### src/rtl/int_ext_arbiter.sv
// Round-robin arbiter that feeds NREQ requesters into a shared integer
// sign/zero extension unit with a single-register output stage.
// Optional: define INT_EXT_STATS_EN to add the neg_count statistics port.

module int_ext_lane (
  input  logic [1:0]  kind,
  input  logic [15:0] data,
  output logic [31:0] ext,
  output logic        neg
);
  always_comb begin
    case (kind)
      2'd0:    ext = {{24{data[7]}}, data[7:0]};
      2'd1:    ext = {24'd0, data[7:0]};
      2'd2:    ext = {{16{data[15]}}, data};
      default: ext = {16'd0, data};
    endcase
    // only the signed kinds can produce a negative result
    neg = ~kind[0] & ext[31];
  end
endmodule

module int_ext_arbiter #(
  parameter int NREQ = 2
) (
  input  logic              clk,
  input  logic              rst_n,
  input  logic [NREQ-1:0]   req_valid,
  output logic [NREQ-1:0]   req_ready,
  input  logic [2*NREQ-1:0] req_kind,
  input  logic [16*NREQ-1:0] req_data,
  output logic              out_valid,
  input  logic              out_ready,
  output logic [31:0]       out_data,
  output logic [1:0]        out_id
`ifdef INT_EXT_STATS_EN
  ,
  output logic [15:0]       neg_count
`endif
);

  typedef enum logic {EMPTY = 1'b0, FULL = 1'b1} state_t;

  typedef struct packed {
    logic [31:0] data;
    logic [1:0]  id;
    logic        neg;
  } resp_t;

  state_t                 state;
  resp_t                  out_q;
  resp_t                  nxt_resp;
  logic [1:0]             last_grant;
  logic [NREQ-1:0][31:0]  lane_ext;
  logic [NREQ-1:0]        lane_neg;
  logic [NREQ-1:0]        grant_oh;
  logic [1:0]             grant_id;
  logic                   grant_any;
  logic                   can_grant;
  logic                   take;
  logic                   out_fire;
  int                     best_dist;

  for (genvar g = 0; g < NREQ; g++) begin : g_lane
    int_ext_lane u_lane (
      .kind (req_kind[2*g +: 2]),
      .data (req_data[16*g +: 16]),
      .ext  (lane_ext[g]),
      .neg  (lane_neg[g])
    );
  end

  // Pick the valid requester closest after last_grant in circular order.
  always_comb begin
    best_dist = NREQ;
    grant_id  = '0;
    grant_any = 1'b0;
    for (int i = 0; i < NREQ; i++) begin
      if (req_valid[i] &&
          ((i + 2*NREQ - int'(last_grant) - 1) % NREQ) < best_dist) begin
        best_dist = (i + 2*NREQ - int'(last_grant) - 1) % NREQ;
        grant_id  = 2'(i);
        grant_any = 1'b1;
      end
    end
  end

  always_comb begin
    grant_oh = '0;
    for (int i = 0; i < NREQ; i++)
      grant_oh[i] = grant_any && (grant_id == 2'(i));
  end

  // No acceptance while reset is held, so nothing transfers in that cycle.
  assign can_grant = rst_n && ((state == EMPTY) || out_ready);
  assign req_ready = grant_oh & {NREQ{can_grant}};
  assign take      = |req_ready;
  assign out_fire  = out_valid & out_ready;

  always_comb begin
    nxt_resp    = '0;
    nxt_resp.id = grant_id;
    for (int i = 0; i < NREQ; i++) begin
      if (grant_oh[i]) begin
        nxt_resp.data = lane_ext[i];
        nxt_resp.neg  = lane_neg[i];
      end
    end
  end

  always_ff @(posedge clk or negedge rst_n) begin
    if (!rst_n) begin
      state      <= EMPTY;
      out_valid  <= 1'b0;
      out_q      <= '0;
      last_grant <= 2'(NREQ-1);
    end else begin
      case (state)
        EMPTY: begin
          if (take) begin
            state      <= FULL;
            out_valid  <= 1'b1;
            out_q      <= nxt_resp;
            last_grant <= grant_id;
          end
        end
        FULL: begin
          if (take) begin
            out_q      <= nxt_resp;
            last_grant <= grant_id;
          end else if (out_ready) begin
            state     <= EMPTY;
            out_valid <= 1'b0;
          end
        end
        default: begin
          state     <= EMPTY;
          out_valid <= 1'b0;
        end
      endcase
    end
  end

  assign out_data = out_q.data;
  assign out_id   = out_q.id;

`ifdef INT_EXT_STATS_EN
  always_ff @(posedge clk or negedge rst_n) begin
    if (!rst_n)
      neg_count <= '0;
    else if (out_fire && out_q.neg && neg_count != 16'hFFFF)
      neg_count <= neg_count + 16'd1;
  end
`else
  logic unused_fire;
  assign unused_fire = out_fire ^ out_q.neg;
`endif

endmodule

### config.mk
export PLATFORM = sky130hd
export DESIGN_NAME = int_ext_arbiter
export DESIGN_NICKNAME = d
export VERILOG_FILES = /design/src/rtl/int_ext_arbiter.sv
export SDC_FILE = /design/constraint.sdc
export NUM_CORES = 1
export LEC_CHECK = 0
export CAP_MARGIN = 15
export CORE_ASPECT_RATIO = 1.25
export CORE_MARGIN = 3
export CORE_UTILIZATION = 38
export DETAILED_ROUTE_END_ITERATION = 16
export PLACE_DENSITY = 0.95
export SYNTH_ARGS = -nofsm -noshare
export SYNTH_HDL_FRONTEND = slang
export SYNTH_SLANG_ARGS = --single-unit
### constraint.sdc
create_clock -name clk -period 4.29 [get_ports clk]
set_clock_uncertainty 0.2 [all_clocks]
set_input_delay 0.6435 -clock clk [delete_from_list [all_inputs] [get_ports clk]]
set_output_delay 0.6435 -clock clk [all_outputs]
set_load 0.01 [all_outputs]
run_1/m1.png
The bar under the picture is 20 um long. Cells faint in the background.
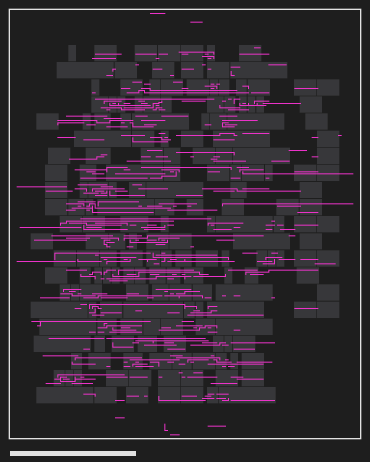
nets with wire on the layer = 191
longest straight run = 20.7 um
wire length on this layer = 1,340 um
main direction = horizontal
share of all routed wire = 38%

run_1/congestion_map.png
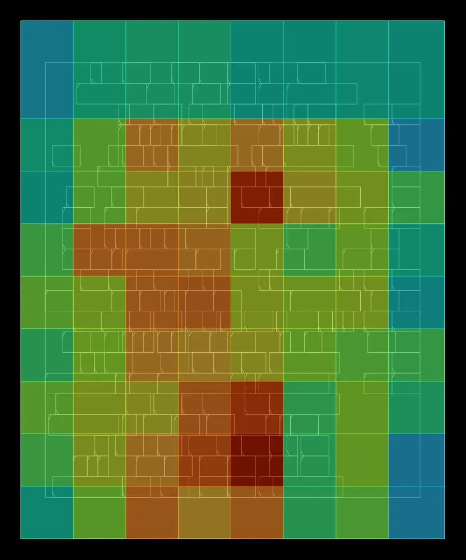
GR Layer Usage met3: 2.08%
M1 GR Usage: 21.5%
Routed WL per cell: 15.9 um
Final Util: 66.0%

run_1/layers.png
The bar under the picture is 20 um long. Only two layers are drawn.
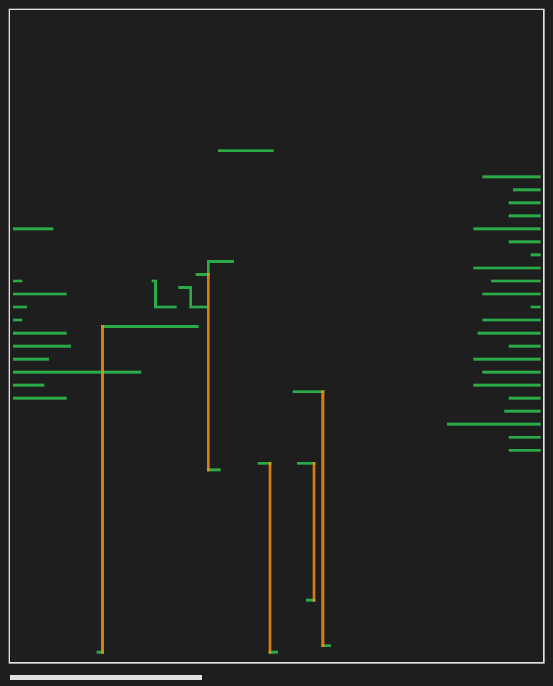
M3 -> green  # wire length 187 um
M4 -> orange  # wire length 115 um

==> job_summary.md, run 1 <==
### Yosys + OpenROAD results

| Metric | Value |
|---|---|
| Num CTS Buffers | `3` |
| Synth Cell Area | `~1200 um2` |
| Pleak | `~0.76 nW` |
| Vias in the first global route | `between 1,000 and 1,500` |
| Post-Place Setup Slack | `approximately 1.0 ns` |
| Largest net degree at the start of global routing | `24` |
| Post-synthesis register bit count | `21` |
| NetSw | `around 0.22 mW` |
| Power density over the cells | `between 300 and 400 nW/um2` |
| Yosys top cell area share | `roughly 43%` |
| Via-per-instance ratio | `approximately 5.4` |
| Crit-path cells | `clkdlybuf4s50_1, a21boi_0, and3_1, clkdlybuf4s50_1` |
| 1st-pass router iterations | `4` |
| Total track usage | `between 15 and 20%` |
| Top Family by Delay on Critical Path | `buffers and inverters` |
| Clock share of power | `roughly 15%` |
| Synth area leader | `dfrtp_1` |
| Worst Path Max Fanout | `13` |
| Site Rows | `21` |
| Initial antenna violation count | `0` |
| Total Nets Final | `230` |
| Hold crit path type | `flip-flop to flip-flop` |
| Worst-Margin Slew | `between 1 and 1.5 ns` |
| Peak per-stage delay on the critical path | `roughly 0.64 ns` |
| Post-synth ARST share | `100%` |
| Syn_nets | `about 170` |
| Nature of the critical path endpoint | `output port` |
| Gr ovfl total | `0` |
| DR vias | `1,189` |
| Minimum clock period | `3.29 ns` |
| Final worst-path cycle share | `about three quarters` |
| Startpoint types | `input pin` |
| Fin area | `1860 um2` |
| Largest non-sequential cell family by area | `AND-OR/OR-AND gates` |
| Hold WS | `0.282 ns` |
| VDD IR-drop max | `roughly 310 uV` |
| Max clock buf depth | `2` |
| Final WS setup | `approximately 1.0 ns` |
| YS chip area | `1170 um2` |
| DRC viols | `0` |
| Chip Height | `68.1 um` |
| Simple-Gate Fraction of Synth Area | `about 16%` |
| Port Buffers | `about 76` |
| Worst EP arrival | `2.45 ns` |
| CP Buf/Inv Count | `2` |
| Yosys cell count | `approximately 130` |
| Post-synthesis cell type with the largest instance count | `nand2_1` |
| Total Power | `~0.67 mW` |
| Detailed Place HPWL | `~2800 um` |
| Mux frac, synth | `less than 1%` |
| Crit path max-delay cell type | `clkdlybuf4s50_1` |
| N_diodes | `0` |
| Routed met2 length | `around 1900 um` |
| Mapped Cells | `between 100 and 150` |
| Mean cell area of the mapped netlist | `9.08 um2` |
| Hold-fix buffers at CTS | `0` |
| Status | `complete, no violations` |
| Sequential share of the synthesized area | `~45%` |
| Share of cells above drive strength 1 | `around 5.3%` |
| Netlist cell types | `30` |
| Clk root buf | `clkbuf_4` |
| TNS Setup | `0 ns` |
| XORs/XNORs by Area | `0%` |
| Clk sinks | `21` |
run 1: final cells by class:
| class | instances | area (um2) |
|---|---|---|
| fill | 216 | 955 |
| timing repair buffer | 78 | 776 |
| sequential | 21 | 527 |
| multi-input combinational | 84 | 480 |
| tap | 34 | 42.5 |
| clock buffer | 3 | 22.5 |
| clock inverter | 1 | 5.00 |
| inverter | 1 | 3.75 |
run 1: final timing paths:
path	start	to	slack, ns	cells after the start
setup / recovery	req_valid[0]	req_ready[1]	1.0	4
hold / removal	state	out_valid	0.28	1
setup reg to reg	last_grant[0]	out_data[9]	2.29	4
hold reg to reg	state	out_valid	0.28	1
max in group asynchronous	rst_n	last_grant[0]	2.97	2
min in group asynchronous	rst_n	out_data[15]	0.32	1
run 1: power groups by stage:
stage / registers, mW / clock network, mW / logic [mW]
after global placement: 0.273 / 0 / 0.289
final: 0.272 / 0.0974 / 0.297
after detailed placement: 0.276 / 0 / 0.298
after CTS: 0.272 / 0.0989 / 0.299
after floorplan: 0.291 / 0 / 0.125
after global routing: 0.279 / 0.107 / 0.319
run 1: metal layers:
metal	vias up	track usage, %
met1	565	21.5
met4	0	11.9
met5	-	0
met2	50	35.8
met3	10	2.08
li1	564	-
run 1: placed cells by master (no fill, tap or decap):
cell type / instances
and3_1: 1
a211oi_1: 7
clkinv_2: 1
a221oi_1: 1
a21boi_0: 1
o22a_1: 1
buf_4: 2
o21ai_0: 9
a21o_1: 1
a21oi_1: 10
nor2_1: 10
nand2b_1: 2
nand3_1: 1
clkdlybuf4s50_1: 76
nand2_1: 22
mux2i_1: 1
dfrtp_1: 20
nor3_2: 1
inv_1: 1
nor3b_1: 2
a21boi_1: 1
o211ai_1: 1
a32oi_1: 7
or3b_4: 1
dfstp_2: 1
o31ai_1: 1
nand4_2: 1
clkbuf_4: 3
o211a_1: 1
conb_1: 1
==> run 2: changes to the inputs <==
--- a/config.mk
+++ b/config.mk
@@ -8,9 +8,9 @@
 export CAP_MARGIN = 15
 export CORE_ASPECT_RATIO = 1.25
 export CORE_MARGIN = 3
-export CORE_UTILIZATION = 38
+export CORE_UTILIZATION = 35
 export DETAILED_ROUTE_END_ITERATION = 16
-export PLACE_DENSITY = 0.95
+export PLACE_DENSITY = 0.89
 export SYNTH_ARGS = -nofsm -noshare
 export SYNTH_HDL_FRONTEND = slang
 export SYNTH_SLANG_ARGS = --single-unit
==> constraint.sdc (replaced) <==
create_clock -name clk -period 3.3 [get_ports clk]
set_clock_uncertainty 0.2 [all_clocks]
set_input_delay 0.495 -clock clk [delete_from_list [all_inputs] [get_ports clk]]
set_output_delay 0.495 -clock clk [all_outputs]
set_load 0.01 [all_outputs]
==> run 2 against run 1 <==
Effect of this change:
- final cell count increased by 1.4%
- register-to-register slack got worse by 1.0 ns
- critical path type unchanged
- via count down 3.7%
- power is 28% higher
- largest power group unchanged
- sequential share of layout area down 0.13 points
==> job_summary.md, run 2 <==
### Yosys + OpenROAD results

| Metric | Value |
|---|---|
| Status | `complete, no violations (unchanged)` |
| Tool warnings | `26 (unchanged)` |
| Post-synth EDFFs | `0 (unchanged)` |
| Total Power | `0.851 mW (was 0.666 mW)` |
| Netlist cell types | `30 (unchanged)` |
| DRC viols | `0 (unchanged)` |
| Fp_density | `38.0% (was 41.7%)` |
| Final Wtd Congestion | `0.823 (was 0.863)` |
| Site Rows | `22 (was 21)` |
| Total die area | `4080 um2 (was 3790 um2)` |
| Sequential share of the synthesized area | `45.0% (unchanged)` |
| Clk_lat worst skew | `0.29 ns (was 0.31 ns)` |
| Final Non-Filler Cells | `225 (was 222)` |
| Worst hold path depth | `1 (unchanged)` |
| Total wire length | `3140 um (was 3520 um)` |
| Hold crit path type | `flip-flop to flip-flop (unchanged)` |
| Worst Path Max Fanout | `9 (was 13)` |
| Power density over the cells | `456 nW/um2 (was 359 nW/um2)` |
| Hold WS | `0.279 ns (was 0.282 ns)` |
| Worst-Margin Slew | `1.01 ns (was 1.03 ns)` |
| Synth Cell Area | `1170 um2 (unchanged)` |
| Post-synth ARST share | `100% (unchanged)` |
| Post-DP Area | `1840 um2 (was 1830 um2)` |
| Area Overhead vs Synth | `59.3% (was 58.5%)` |
| Worst path required time | `2.60 ns (was 3.45 ns)` |
| Placed Cells | `221 (was 218)` |
| Most frequent logic cell in the layout | `clkdlybuf4s50_1 (unchanged)` |
| Max_slew headroom | `32.5% (was 30.9%)` |
| GR Layer Usage met3 | `1.46% (was 2.08%)` |
| Final WS setup | `0.536 ns (was 0.999 ns)` |
| 1st-pass router iterations | `3 (was 4)` |
| Worst EP arrival | `2.07 ns (was 2.45 ns)` |
| Detailed Place HPWL | `2500 um (was 2780 um)` |
| Max_cap viols | `0 (unchanged)` |
| Main area contributors | `dfrtp_1 (43%), buf_4 (10%), nand2_1 (7.1%) (unchanged)` |
| First-pass GRT wire length | `4980 um (was 5650 um)` |
| CORE AREA | `3080 um2 (was 2810 um2)` |
| Port Buffers | `76 (unchanged)` |
| Ports | `78 (unchanged)` |
| List of most frequent post-synthesis cells | `nand2_1 (22), dfrtp_1 (20), buf_4 (16) (unchanged)` |
| Post-CTS setup buffers | `0 (unchanged)` |
| Post-synthesis register bit count | `21 (unchanged)` |
| Dominant flop cell | `dfrtp_1 (unchanged)` |
| Final Hold Viols | `0 (unchanged)` |
| Pleak | `0.758 nW (was 0.756 nW)` |
| Max clock buf depth | `2 (unchanged)` |
| CTS tree | `done (unchanged)` |
| Initial antenna violation count | `0 (unchanged)` |
| Final setup fails | `0 (unchanged)` |
| Routed Antenna Nets | `0 (unchanged)` |
| Share of cells above drive strength 1 | `5.29% (was 5.32%)` |
| Iteration-0 DRC Markers | `23 (was 21)` |
| Post-Place Setup Slack | `0.560 ns (was 1.04 ns)` |
| Gr ovfl total | `0 (unchanged)` |
| Die Width | `57.7 um (was 55.7 um)` |
| Nature of the critical path endpoint | `output port (unchanged)` |
| Chip Height | `70.7 um (was 68.1 um)` |
| H-tree levels | `1 (unchanged)` |
| Mean cell area of the mapped netlist | `9.08 um2 (unchanged)` |
| Cells on worst reg2reg path | `4 (unchanged)` |
| Vias in the first global route | `1,093 (was 1,170)` |
| Fin area | `1870 um2 (was 1860 um2)` |
| Post-synthesis cell type with the largest instance count | `nand2_1 (unchanged)` |
| Yosys cell count | `129 (unchanged)` |
| DR vias | `1,145 (was 1,189)` |
| Crit Path Category | `input pin to output port (unchanged)` |
| Worst-path clk slew | `0.11 ns (was 0.13 ns)` |
| Minimum clock period | `roughly 2.8 ns` |
| Routed WL per cell | `14.0 um (was 15.9 um)` |
| Max Freq | `around 360 MHz` |
| Post-CTS sizing | `0 (unchanged)` |
| Via-per-instance ratio | `5.09 (was 5.36)` |
| VDD IR-drop max | `315 uV (was 313 uV)` |
| Largest net degree at the start of global routing | `26 (was 24)` |
| Clk root buf | `clkbuf_4 (unchanged)` |
| Final worst-path cycle share | `between 80% and 90%` |
| Mapped Cells | `129 (unchanged)` |
| Hold-fix buffers at CTS | `0 (unchanged)` |
| Num CTS Buffers | `3 (unchanged)` |
| Max reg flops | `17 (unchanged)` |
| Max-slew violations | `0 (unchanged)` |
| Top Layout Cells | `clkdlybuf4s50_1 (76), nand2_1 (22), dfrtp_1 (20) (unchanged)` |
| Synth area leader | `dfrtp_1 (unchanged)` |
| GRT busiest layer | `met2 (unchanged)` |
| YS warnings | `0 (unchanged)` |
| Total Nets Final | `231 (was 230)` |
| N_diodes | `0 (unchanged)` |
| Yosys top cell area share | `42.7% (unchanged)` |
| RSZ-0062 raised after global routing | `false (unchanged)` |
| Syn_nets | `170 (unchanged)` |
| Clk sinks | `21 (unchanged)` |
| Startpoint types | `input pin (unchanged)` |
| TNS Setup | `0 ns (unchanged)` |
| YS chip area | `1170 um2 (unchanged)` |
[run 2: cell types whose count changed in the layout (fill, tap and decap cells not counted), sizes merged]
cell    before  now
buf          2    3
clkinv       1    0
clkbuf       3    4
[run 2: layout make-up]
cell class              count  area [um2]
clock buffers               4        26.3
fillers                   290        1220
inverters                   1        3.75
multi-input cells          84         480
flip-flops and latches     21         527
well taps                  36        45.0
repair buffers             79         783
[run 2: logic make-up (layout without fill, tap and decap cells)]
| family | Yosys count | count (layout) | share of synthesized area (%) |
|---|---|---|---|
| AOI/OAI and AO/OA | 41 | 41 | 23.4 |
| and+or+nand+nor | 41 | 41 | 16.5 |
| buffers and inverters | 24 | 84 | 14.0 |
| DFF | 21 | 21 | 45.0 |
| other | 1 | 1 | 0.320 |
| muxes | 1 | 1 | 0.855 |
[run 2: per-layer routing]
layer	vias up	part of all wire, %
met3	8	4.6
li1	562	-
met2	41	52
met1	534	40
met4	0	3.5
met5	-	0
[run 2: critical path, cell delays in order]
cell and delay [ns]:
clkdlybuf4s50_1 0.46, nand2b_1 0.28, nand2_1 0.16, nor2_1 0.13, clkdlybuf4s50_1 0.54
[run 2: power breakdown]
part	internal [mW]	total [mW]	switching, mW
Clock	0.0470	0.119	0.0715
Combinational	0.228	0.380	0.153
Sequential	0.314	0.352	0.0380
[run 2: worst paths after layout]
kind                               start            end  slack (ns)
hold / removal                     state      out_valid        0.28
setup reg to reg           last_grant[0]    out_data[9]        1.28
min in group asynchronous          rst_n      out_valid        0.43
max in group asynchronous          rst_n  last_grant[0]        2.19
hold reg to reg                    state      out_valid        0.28
setup / recovery            req_valid[1]   req_ready[0]        0.54
run_2/closeup.png
The bar under the picture is 5 um long. Region (33, 43) to (53, 63) um. Cells in gray, sequential cells in the stronger gray; small squares are vias.
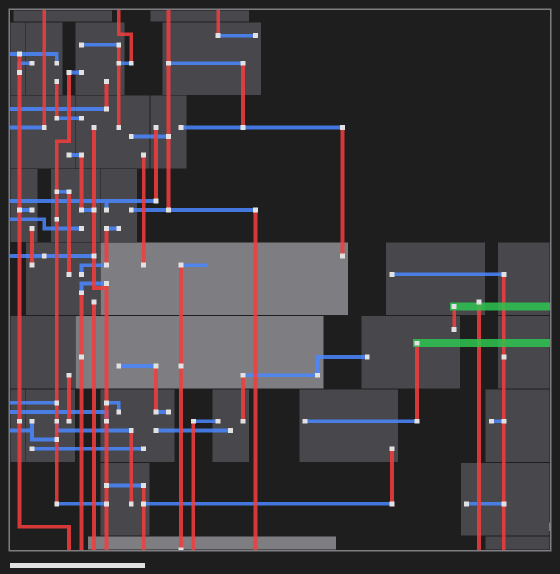
M2 -> red
M3 -> green
M1 -> blue
netlist names of flops here include = `out_data` (2)
most frequent = clkdlybuf4s50_1 (10), a21oi_1 (4)
sequential cells in the window = 2
cells with their middle in the window = 24

run_2/congestion_map.png
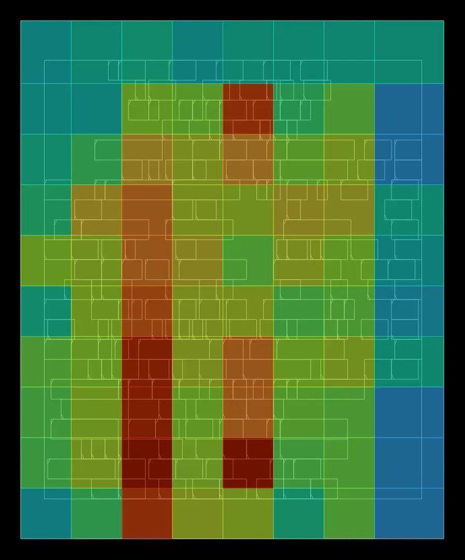
M1 GR Usage: 18.4%
grt met2 use: 26.9%
total track usage: 15.7%
Final Util: 60.5%

Power is estimated from default activity; no workload was simulated.
